Figure 1. Zoomed window (run 1).
Region (214, 64) to (239, 89) um. Cells in grey, sequential cells in the stronger grey; small squares are vias.
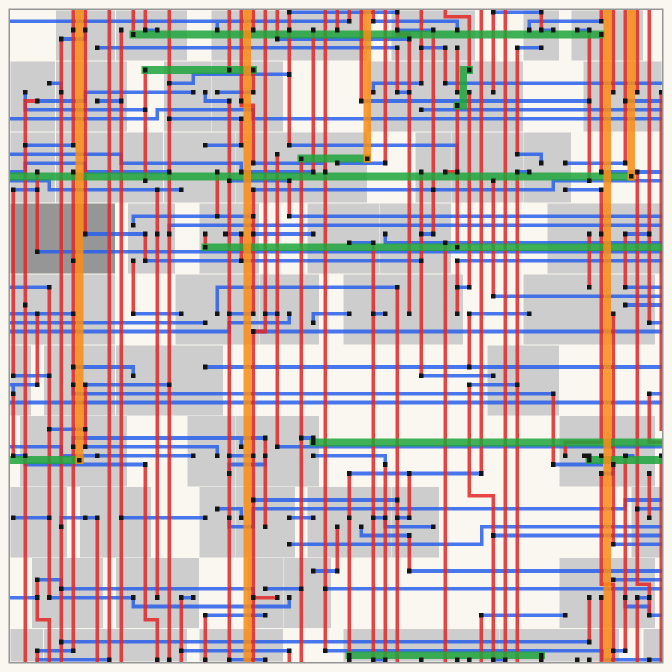
Figure 2. Routing congestion map (run 1).
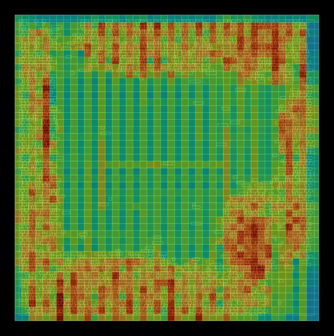
Figure 3. M4 wires (run 1).
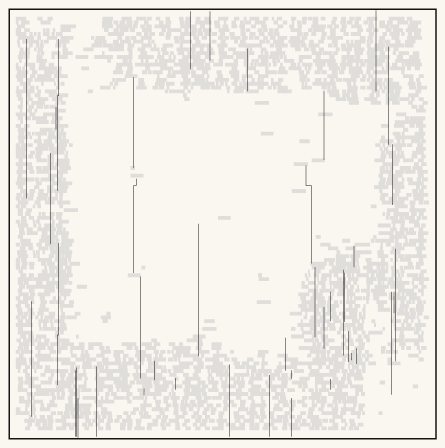
### src/rtl/prng_xoshiro256_jumper_if.sv
// rtl/prng_xoshiro256_jumper_if.sv - user and generator signal bundle for the xoshiro256 jumper
// Purpose: groups the request handshake, the user passthrough controls and the
//          generator-facing state/seed signals of prng_xoshiro256_jumper.
// Ports (signal members):
//   i_req, i_long, o_ready, o_done          jump request handshake
//   i_cg, i_seedValid, i_seedS0..3          user advance/seed, passed through when idle
//   i_s0..3                                 current generator state
//   o_prngCg, o_seedValid, o_seedS0..3      drive the generator's cg and seed inputs
// Modports: slave = the jumper, master = user/generator side.
interface prng_xoshiro256_jumper_if;
   logic        i_req;
   logic        i_long;
   logic        o_ready;
   logic        o_done;
   logic        i_cg;
   logic        i_seedValid;
   logic [63:0] i_seedS0;
   logic [63:0] i_seedS1;
   logic [63:0] i_seedS2;
   logic [63:0] i_seedS3;
   logic [63:0] i_s0;
   logic [63:0] i_s1;
   logic [63:0] i_s2;
   logic [63:0] i_s3;
   logic        o_prngCg;
   logic        o_seedValid;
   logic [63:0] o_seedS0;
   logic [63:0] o_seedS1;
   logic [63:0] o_seedS2;
   logic [63:0] o_seedS3;

   modport slave (
      input  i_req, i_long, i_cg, i_seedValid,
      input  i_seedS0, i_seedS1, i_seedS2, i_seedS3,
      input  i_s0, i_s1, i_s2, i_s3,
      output o_ready, o_done, o_prngCg, o_seedValid,
      output o_seedS0, o_seedS1, o_seedS2, o_seedS3
   );

   modport master (
      output i_req, i_long, i_cg, i_seedValid,
      output i_seedS0, i_seedS1, i_seedS2, i_seedS3,
      output i_s0, i_s1, i_s2, i_s3,
      input  o_ready, o_done, o_prngCg, o_seedValid,
      input  o_seedS0, o_seedS1, o_seedS2, o_seedS3
   );
endinterface

### src/rtl/prng_xoshiro256_jumper.sv
// rtl/prng_xoshiro256_jumper.sv - jump()/long_jump() engine for an external xoshiro256 generator
// Purpose: on request, steps the attached generator 256 times while XOR-accumulating
//          its state under the selected polynomial, then reseeds it with the result.
// Ports:
//   i_clk   clock, all state on the rising edge
//   i_rstn  synchronous active-low reset
//   bus     prng_xoshiro256_jumper_if.slave (handshake, passthrough, generator link)
module prng_xoshiro256_jumper #(
   parameter logic [255:0] JUMP_POLY      = 256'h39abdc4529b1661c_a9582618e03fc9aa_d5a61266f0c9392c_180ec6d33cfd0aba,
   parameter logic [255:0] LONG_JUMP_POLY = 256'h39109bb02acbe635_77710069854ee241_c5004e441c522fb3_76e15d3efefdcbbf
) (
   input  logic                          i_clk,
   input  logic                          i_rstn,
   prng_xoshiro256_jumper_if.slave       bus
);

   typedef enum logic [1:0] {IDLE, RUN, LOAD} state_t;

   state_t         state;
   logic [7:0]     k;
   logic [255:0]   acc;
   logic [255:0]   poly;
   logic           done;
   logic           ready;
   logic [255:0]   cur;

   assign cur = {bus.i_s3, bus.i_s2, bus.i_s1, bus.i_s0};

   always_ff @(posedge i_clk) begin
      if (!i_rstn) begin
         state <= IDLE;
         k     <= 8'd0;
         acc   <= '0;
         poly  <= '0;
         done  <= 1'b0;
         ready <= 1'b1;
      end else begin
         done <= 1'b0;
         case (state)
            IDLE: begin
               if (bus.i_req) begin
                  poly  <= bus.i_long ? LONG_JUMP_POLY : JUMP_POLY;
                  acc   <= '0;
                  k     <= 8'd0;
                  ready <= 1'b0;
                  state <= RUN;
               end
            end
            RUN: begin
               // Generator is advanced every RUN cycle, so cur is step k of the walk.
               if (poly[k]) begin
                  acc <= acc ^ cur;
               end
               k <= k + 8'd1;
               if (k == 8'd255) begin
                  state <= LOAD;
               end
            end
            LOAD: begin
               // Generator takes the seed at the end of this cycle; done marks
               // the first cycle in which it holds the jumped state.
               done  <= 1'b1;
               ready <= 1'b1;
               state <= IDLE;
            end
            default: begin
               state <= IDLE;
               ready <= 1'b1;
            end
         endcase
      end
   end

   assign bus.o_ready = ready;
   assign bus.o_done  = done;

   always_comb begin
      bus.o_prngCg    = 1'b1;
      bus.o_seedValid = 1'b0;
      bus.o_seedS0    = acc[63:0];
      bus.o_seedS1    = acc[127:64];
      bus.o_seedS2    = acc[191:128];
      bus.o_seedS3    = acc[255:192];
      case (state)
         IDLE: begin
            bus.o_prngCg    = bus.i_cg;
            bus.o_seedValid = bus.i_seedValid;
            bus.o_seedS0    = bus.i_seedS0;
            bus.o_seedS1    = bus.i_seedS1;
            bus.o_seedS2    = bus.i_seedS2;
            bus.o_seedS3    = bus.i_seedS3;
         end
         LOAD: begin
            bus.o_seedValid = 1'b1;
         end
         default: begin
            bus.o_seedValid = 1'b0;
         end
      endcase
   end

endmodule

### src/flat_wrapper.sv
// flat-port wrapper written by rule: the top's interface ports become plain ports
module prng_xoshiro256_jumper_flat 
#(
   parameter logic [255:0] JUMP_POLY      = 256'h39abdc4529b1661c_a9582618e03fc9aa_d5a61266f0c9392c_180ec6d33cfd0aba,
   parameter logic [255:0] LONG_JUMP_POLY = 256'h39109bb02acbe635_77710069854ee241_c5004e441c522fb3_76e15d3efefdcbbf
)
  (i_clk, i_rstn, bus_i_req, bus_i_long, bus_i_cg, bus_i_seedValid, bus_i_seedS0, bus_i_seedS1, bus_i_seedS2, bus_i_seedS3, bus_i_s0, bus_i_s1, bus_i_s2, bus_i_s3, bus_o_ready, bus_o_done, bus_o_prngCg, bus_o_seedValid, bus_o_seedS0, bus_o_seedS1, bus_o_seedS2, bus_o_seedS3);
  prng_xoshiro256_jumper_if bus_i ();
  input  logic i_clk;
  input  logic i_rstn;
  input wire logic [$bits(bus_i.i_req)-1:0] bus_i_req;
  input wire logic [$bits(bus_i.i_long)-1:0] bus_i_long;
  input wire logic [$bits(bus_i.i_cg)-1:0] bus_i_cg;
  input wire logic [$bits(bus_i.i_seedValid)-1:0] bus_i_seedValid;
  input wire logic [$bits(bus_i.i_seedS0)-1:0] bus_i_seedS0;
  input wire logic [$bits(bus_i.i_seedS1)-1:0] bus_i_seedS1;
  input wire logic [$bits(bus_i.i_seedS2)-1:0] bus_i_seedS2;
  input wire logic [$bits(bus_i.i_seedS3)-1:0] bus_i_seedS3;
  input wire logic [$bits(bus_i.i_s0)-1:0] bus_i_s0;
  input wire logic [$bits(bus_i.i_s1)-1:0] bus_i_s1;
  input wire logic [$bits(bus_i.i_s2)-1:0] bus_i_s2;
  input wire logic [$bits(bus_i.i_s3)-1:0] bus_i_s3;
  output wire logic [$bits(bus_i.o_ready)-1:0] bus_o_ready;
  output wire logic [$bits(bus_i.o_done)-1:0] bus_o_done;
  output wire logic [$bits(bus_i.o_prngCg)-1:0] bus_o_prngCg;
  output wire logic [$bits(bus_i.o_seedValid)-1:0] bus_o_seedValid;
  output wire logic [$bits(bus_i.o_seedS0)-1:0] bus_o_seedS0;
  output wire logic [$bits(bus_i.o_seedS1)-1:0] bus_o_seedS1;
  output wire logic [$bits(bus_i.o_seedS2)-1:0] bus_o_seedS2;
  output wire logic [$bits(bus_i.o_seedS3)-1:0] bus_o_seedS3;
  assign bus_i.i_req = bus_i_req;
  assign bus_i.i_long = bus_i_long;
  assign bus_i.i_cg = bus_i_cg;
  assign bus_i.i_seedValid = bus_i_seedValid;
  assign bus_i.i_seedS0 = bus_i_seedS0;
  assign bus_i.i_seedS1 = bus_i_seedS1;
  assign bus_i.i_seedS2 = bus_i_seedS2;
  assign bus_i.i_seedS3 = bus_i_seedS3;
  assign bus_i.i_s0 = bus_i_s0;
  assign bus_i.i_s1 = bus_i_s1;
  assign bus_i.i_s2 = bus_i_s2;
  assign bus_i.i_s3 = bus_i_s3;
  assign bus_o_ready = bus_i.o_ready;
  assign bus_o_done = bus_i.o_done;
  assign bus_o_prngCg = bus_i.o_prngCg;
  assign bus_o_seedValid = bus_i.o_seedValid;
  assign bus_o_seedS0 = bus_i.o_seedS0;
  assign bus_o_seedS1 = bus_i.o_seedS1;
  assign bus_o_seedS2 = bus_i.o_seedS2;
  assign bus_o_seedS3 = bus_i.o_seedS3;
  prng_xoshiro256_jumper #(.JUMP_POLY(JUMP_POLY), .LONG_JUMP_POLY(LONG_JUMP_POLY)) u_core (.i_clk(i_clk), .i_rstn(i_rstn), .bus(bus_i));
endmodule
### config.mk
export PLATFORM = sky130hd
export DESIGN_NAME = prng_xoshiro256_jumper_flat
export DESIGN_NICKNAME = d
export VERILOG_FILES = /design/src/rtl/prng_xoshiro256_jumper_if.sv /design/src/rtl/prng_xoshiro256_jumper.sv /design/src/flat_wrapper.sv
export SDC_FILE = /design/constraint.sdc
export NUM_CORES = 1
export LEC_CHECK = 0
export CORE_AREA = 4 4 298 300
export CTS_CLUSTER_DIAMETER = 60
export DETAILED_ROUTE_END_ITERATION = 12
export DIE_AREA = 0 0 302 304
export SYNTH_ARGS = -nofsm -noshare
export SYNTH_HDL_FRONTEND = slang
export SYNTH_SLANG_ARGS = --single-unit
### constraint.sdc
create_clock -name i_clk -period 2.6 [get_ports i_clk]
set_input_delay 0.26 -clock i_clk [delete_from_list [all_inputs] [get_ports i_clk]]
set_output_delay 0.26 -clock i_clk [all_outputs]
set_load 0.02 [all_outputs]
==> impl_metrics.env, run 1 <==
# physical design summary
export IMPL_status="finished, violations left"
export IMPL_violations="negative setup slack"
export IMPL_period_minus_slack_ps=2782
export IMPL_hold_path_depth=3
export IMPL_criticalPathCategory="register to register"
export IMPL_r2r_end="u_core.acc[4]"
export IMPL_switching_share_pct=30.72
export IMPL_final_area_um2=30260
export IMPL_layout_nets=3376
export IMPL_netlist_top_cell_by_area="dfxtp_1"
export IMPL_switchingPower_w=0.004538
export IMPL_synth_adder_area_share_pct=0.07487
export IMPL_fin_setup_tns_ps=-21230
export IMPL_numSynthFlops=271
export IMPL_globalRouteOverflowTotal=0
export IMPL_n_all_inverters=10
export IMPL_post_drt_via_cell_ratio=4.738
export IMPL_tool_warnings=34
export IMPL_fmax_mhz=359.4
export IMPL_fp_util_pct=19.38
export IMPL_grt_usage_pct=16.72
export IMPL_hold_path_class="primary input to register"
export IMPL_synth_top_flop_cell="dfxtp_1"
export IMPL_ys_sh_simple_pct=13.18
export IMPL_drv_cap=0
export IMPL_netlist_area_um2=16710
export IMPL_crit_end="u_core.acc[4]"
export IMPL_stdcell_count=4049
export IMPL_logic_family="AND-OR/OR-AND gates"
export IMPL_fillers=8942
export IMPL_slowest_stage="dfxtp_4"
export IMPL_numCtsBuffers=39
export IMPL_synth_compound_gate_area_share_pct=30.65
export IMPL_drv_slew=0
export IMPL_seq_area_um2=5450
export IMPL_postPlaceCellArea_um2=26840
export IMPL_seq_area_share_pct=18.01
export IMPL_clk_pin_slew_worst_paths_ps=60
export IMPL_tightest_slew_ps=764.4
export IMPL_p_seq_share_pct=31.2
export IMPL_cp_cell_sequence="buf_8 -> buf_2 -> buf_4 -> buf_4 -> o211ai_1 -> o21ai_1 -> a211oi_2 -> o32ai_2 -> o21a_4 -> or2_4 -> buf_12 -> buf_12 -> buf_16 -> buf_16 -> o21ai_4"
export IMPL_io_buffers=777
export IMPL_clock_root_buffer="clkbuf_16"
export IMPL_ys_sh_mux_pct=17.50
export IMPL_async_flop_share_pct=0
export IMPL_p_clk_share_pct=36.9
export IMPL_dp_slack_ps=-256.4
export IMPL_die_x_um=302
export IMPL_ir_drop_uv=417.9
export IMPL_largest_class="buffers"
export IMPL_ff_count=271
export IMPL_tritoncts="yes"
export IMPL_place_hpwl_um=56890
export IMPL_layout_top_cells="clkdlybuf4s50_1, o21ai_0, o211ai_1, dfxtp_1, nand2b_1"
export IMPL_signal_buffers=1041
export IMPL_setup_slack_ps=-182.1
export IMPL_nWellTaps=1155
export IMPL_required_ps=3070
export IMPL_logic_gate_count=1494
export IMPL_powerDensity_nw_per_um2=488.3
export IMPL_routed_wl_um=82930
export IMPL_die_area_um2=91810
export IMPL_bufAreaShareNonClock_pct=36.59
export IMPL_setup_violations=249
export IMPL_rrSetupSlack_ps=-180
export IMPL_rsz0062_at_grt="true"
Back to the opening pictures, Figure 1:
layer	colour
M3	green
M1	blue
M4	orange
M2	red
sequential cells in the window	0
cells with their middle in the window	46
most frequent	buf_4 (11), nand2b_4 (3), nand2_1 (3)

Back to the opening pictures, Figure 2:
final core utilization: 35.09%
met1 global-route usage: 21.11%

Back to the opening pictures, Figure 3:
longest straight run	113 um
main direction	vertical
wire length on this layer	1950 um
nets with wire on the layer	31
share of all routed wire	2.4%

run 1: worst max-delay path: cells and delay by family, from the launching register on:
family,cells,cell delay [ps]
AOI/OAI and AO/OA,6,910
buffers and inverters,8,1140
and+or+nand+nor,1,270
DFF,1,370
run 1: registers in the layout (all words and copies together) (netlist names):
name,count
u_core.bus.o_ready,1
u_core.acc,256
u_core.poly,3
u_core.bus.o_done,1
u_core.k,8
u_core.state,2
run 1: layer usage:
metal,share of wire [%],track usage (%)
met5,0,0
met4,2.4,4.755
met3,6.9,3.745
met2,49,28.48
met1,41,21.11
run 1: what timing repair did:
action                                  in CTS  in global routing
setup buffers                               34                 11
gates resized                              584                151
pin swaps                                  188                104
hold endpoints to repair                     3                  0
cloned                                      28                 14
hold buffers                                 1                  0
endpoints found under the setup margin     511                403
Figure 4. Wiring by layer (run 1).
Only two layers are drawn.
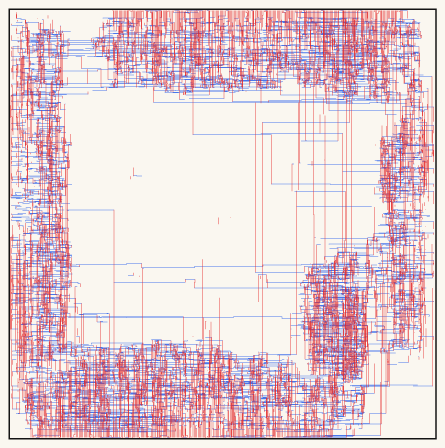

==> run 2: changes to the inputs <==
CTS_CLUSTER_SIZE = 25   (was unset)
TNS_END_PERCENT = 5   (was unset)
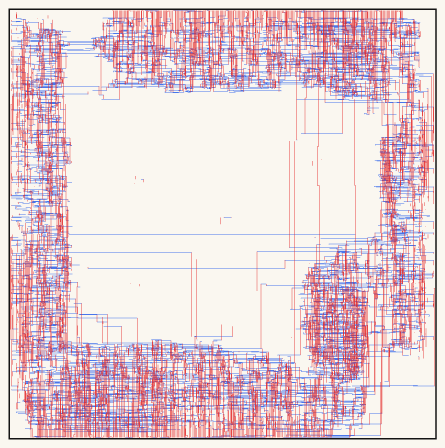
Figure 5: run 2, wiring by layer.
Only two layers are drawn.
layer	colour	wire length
M2	red	38.9 mm
M1	blue	33.4 mm

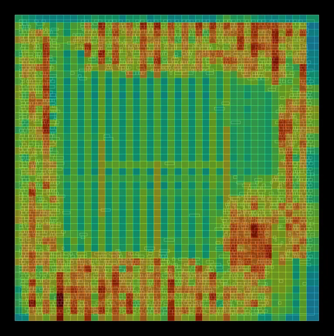
Figure 6: run 2, routing congestion map.
WL per Instance: 19.81 um
GRT busiest layer: met2
routing usage on met3: 4.095%
GRT Total Usage: 16.18%

==> run 2 against run 1 <==
  * The run still ends with negative setup slack left
  * Die size is the same
  * Non-clock buffer count shrank 31
  * Sequential power is essentially flat
  * First-iteration DRC count is the same
  * Final cell count shrank 0.91%
  * Core utilization shrank 1.2 points
  * Register-to-register slack lost 30 ps
  * Highest routed layer unchanged
==> impl_metrics.env, run 2 <==
# physical design summary
export IMPL_status="finished, violations left"
export IMPL_violations="negative setup slack"
export IMPL_drv_cap=0
export IMPL_clock_root_buffer="clkbuf_16"
export IMPL_cp_cell_sequence="buf_6 -> nand2_1 -> a2bb2oi_2 -> a22o_1 -> o41ai_2 -> o32ai_2 -> o21a_4 -> or2_4 -> buf_12 -> buf_12 -> buf_6 -> buf_6 -> o21ai_1"
export IMPL_numCtsBuffers=34
export IMPL_setup_violations=255
export IMPL_place_hpwl_um=56890
export IMPL_rrSetupSlack_ps=-210
export IMPL_synth_adder_area_share_pct=0.07487
export IMPL_vias=18830
export IMPL_powerDensity_nw_per_um2=474.7
export IMPL_signal_buffers=1010
export IMPL_numSynthFlops=271
export IMPL_slowest_stage="o41ai_2"
export IMPL_tritoncts="yes"
export IMPL_use_met2_pct=27.23
export IMPL_stdcell_count=4012
export IMPL_drv_slew=0
export IMPL_clk_pin_slew_worst_paths_ps=60
export IMPL_m1WireLength_um=33400
export IMPL_fmax_mhz=355.7
export IMPL_n_antenna_cell=13
export IMPL_io_buffers=777
export IMPL_crit_buf_inv=5
export IMPL_final_core_util_pct=33.93
export IMPL_seq_area_um2=5444
export IMPL_fp_util_pct=19.38
export IMPL_ff_count=271
export IMPL_die_x_um=302
export IMPL_switchingPower_w=0.004452
export IMPL_largest_register_ffs=256
export IMPL_synth_top_flop_cell="dfxtp_1"
export IMPL_async_flop_share_pct=0
export IMPL_hold_path_depth=3
export IMPL_netlist_top_cell_by_area="dfxtp_1"
export IMPL_bufAreaShareNonClock_pct=34.95
export IMPL_n_all_inverters=10
export IMPL_wl_met2_um=38930
export IMPL_switching_share_pct=32.07
export IMPL_globalRouteOverflowTotal=0
export IMPL_edf_count=0
export IMPL_logic_family="AND-OR/OR-AND gates"
export IMPL_netlist_area_um2=16710
export IMPL_setup_slack_ps=-211.3
export IMPL_required_ps=3070
export IMPL_fillers=9049
export IMPL_crit_cells=13
export IMPL_ys_sh_simple_pct=13.18
export IMPL_synth_compound_gate_area_share_pct=30.65
export IMPL_die_area_um2=91810
export IMPL_nWellTaps=1155
export IMPL_crit_end="u_core.acc[8]"
export IMPL_tightest_slew_ps=692.6
export IMPL_biggestRegsByFlops="u_core.acc: 256 flops, u_core.k: 8 flops, u_core.poly: 3 flops"
export IMPL_seq_area_share_pct=18.61
export IMPL_criticalPathCategory="register to register"
export IMPL_largest_class="multi-input combinational cells"
export IMPL_routed_top_layer="met4"
export IMPL_routed_wl_um=79480
export IMPL_ir_drop_uv=352.8
export IMPL_drive_gt1_share_pct=26.51
export IMPL_post_drt_via_cell_ratio=4.693
export IMPL_tool_warnings=34
export IMPL_regMostFlops="u_core.acc"
-- run 2: metrics by stage --
step / hold slack, ps / area (um2) / total power (W) / setup TNS [ps] / worst slack [ps]
6_report: 297.2 / 29250 / 0.01388 / -32920 / -211.3
5_1_grt: 275.3 / 29240 / 0.01454 / -54790 / -293.7
4_1_cts: 248.2 / 28750 / 0.01395 / -19300 / -174.2
3_5_place_dp: 497.7 / 26840 / 0.008833 / -46660 / -256.4
3_3_place_gp: 491.2 / 26840 / 0.008818 / -65460 / -297.0
2_1_floorplan: 405.1 / 16710 / 0.006550 / 0 / 233.7
-- run 2: timing repair --
item,in CTS,in global routing
gates cloned,16,2
setup endpoints to repair,511,452
resized,423,233
hold endpoints to repair,3,0
buffers inserted,26,6
pin swaps,107,82
hold buffers,1,0
Power and IR drop assume default switching activity.
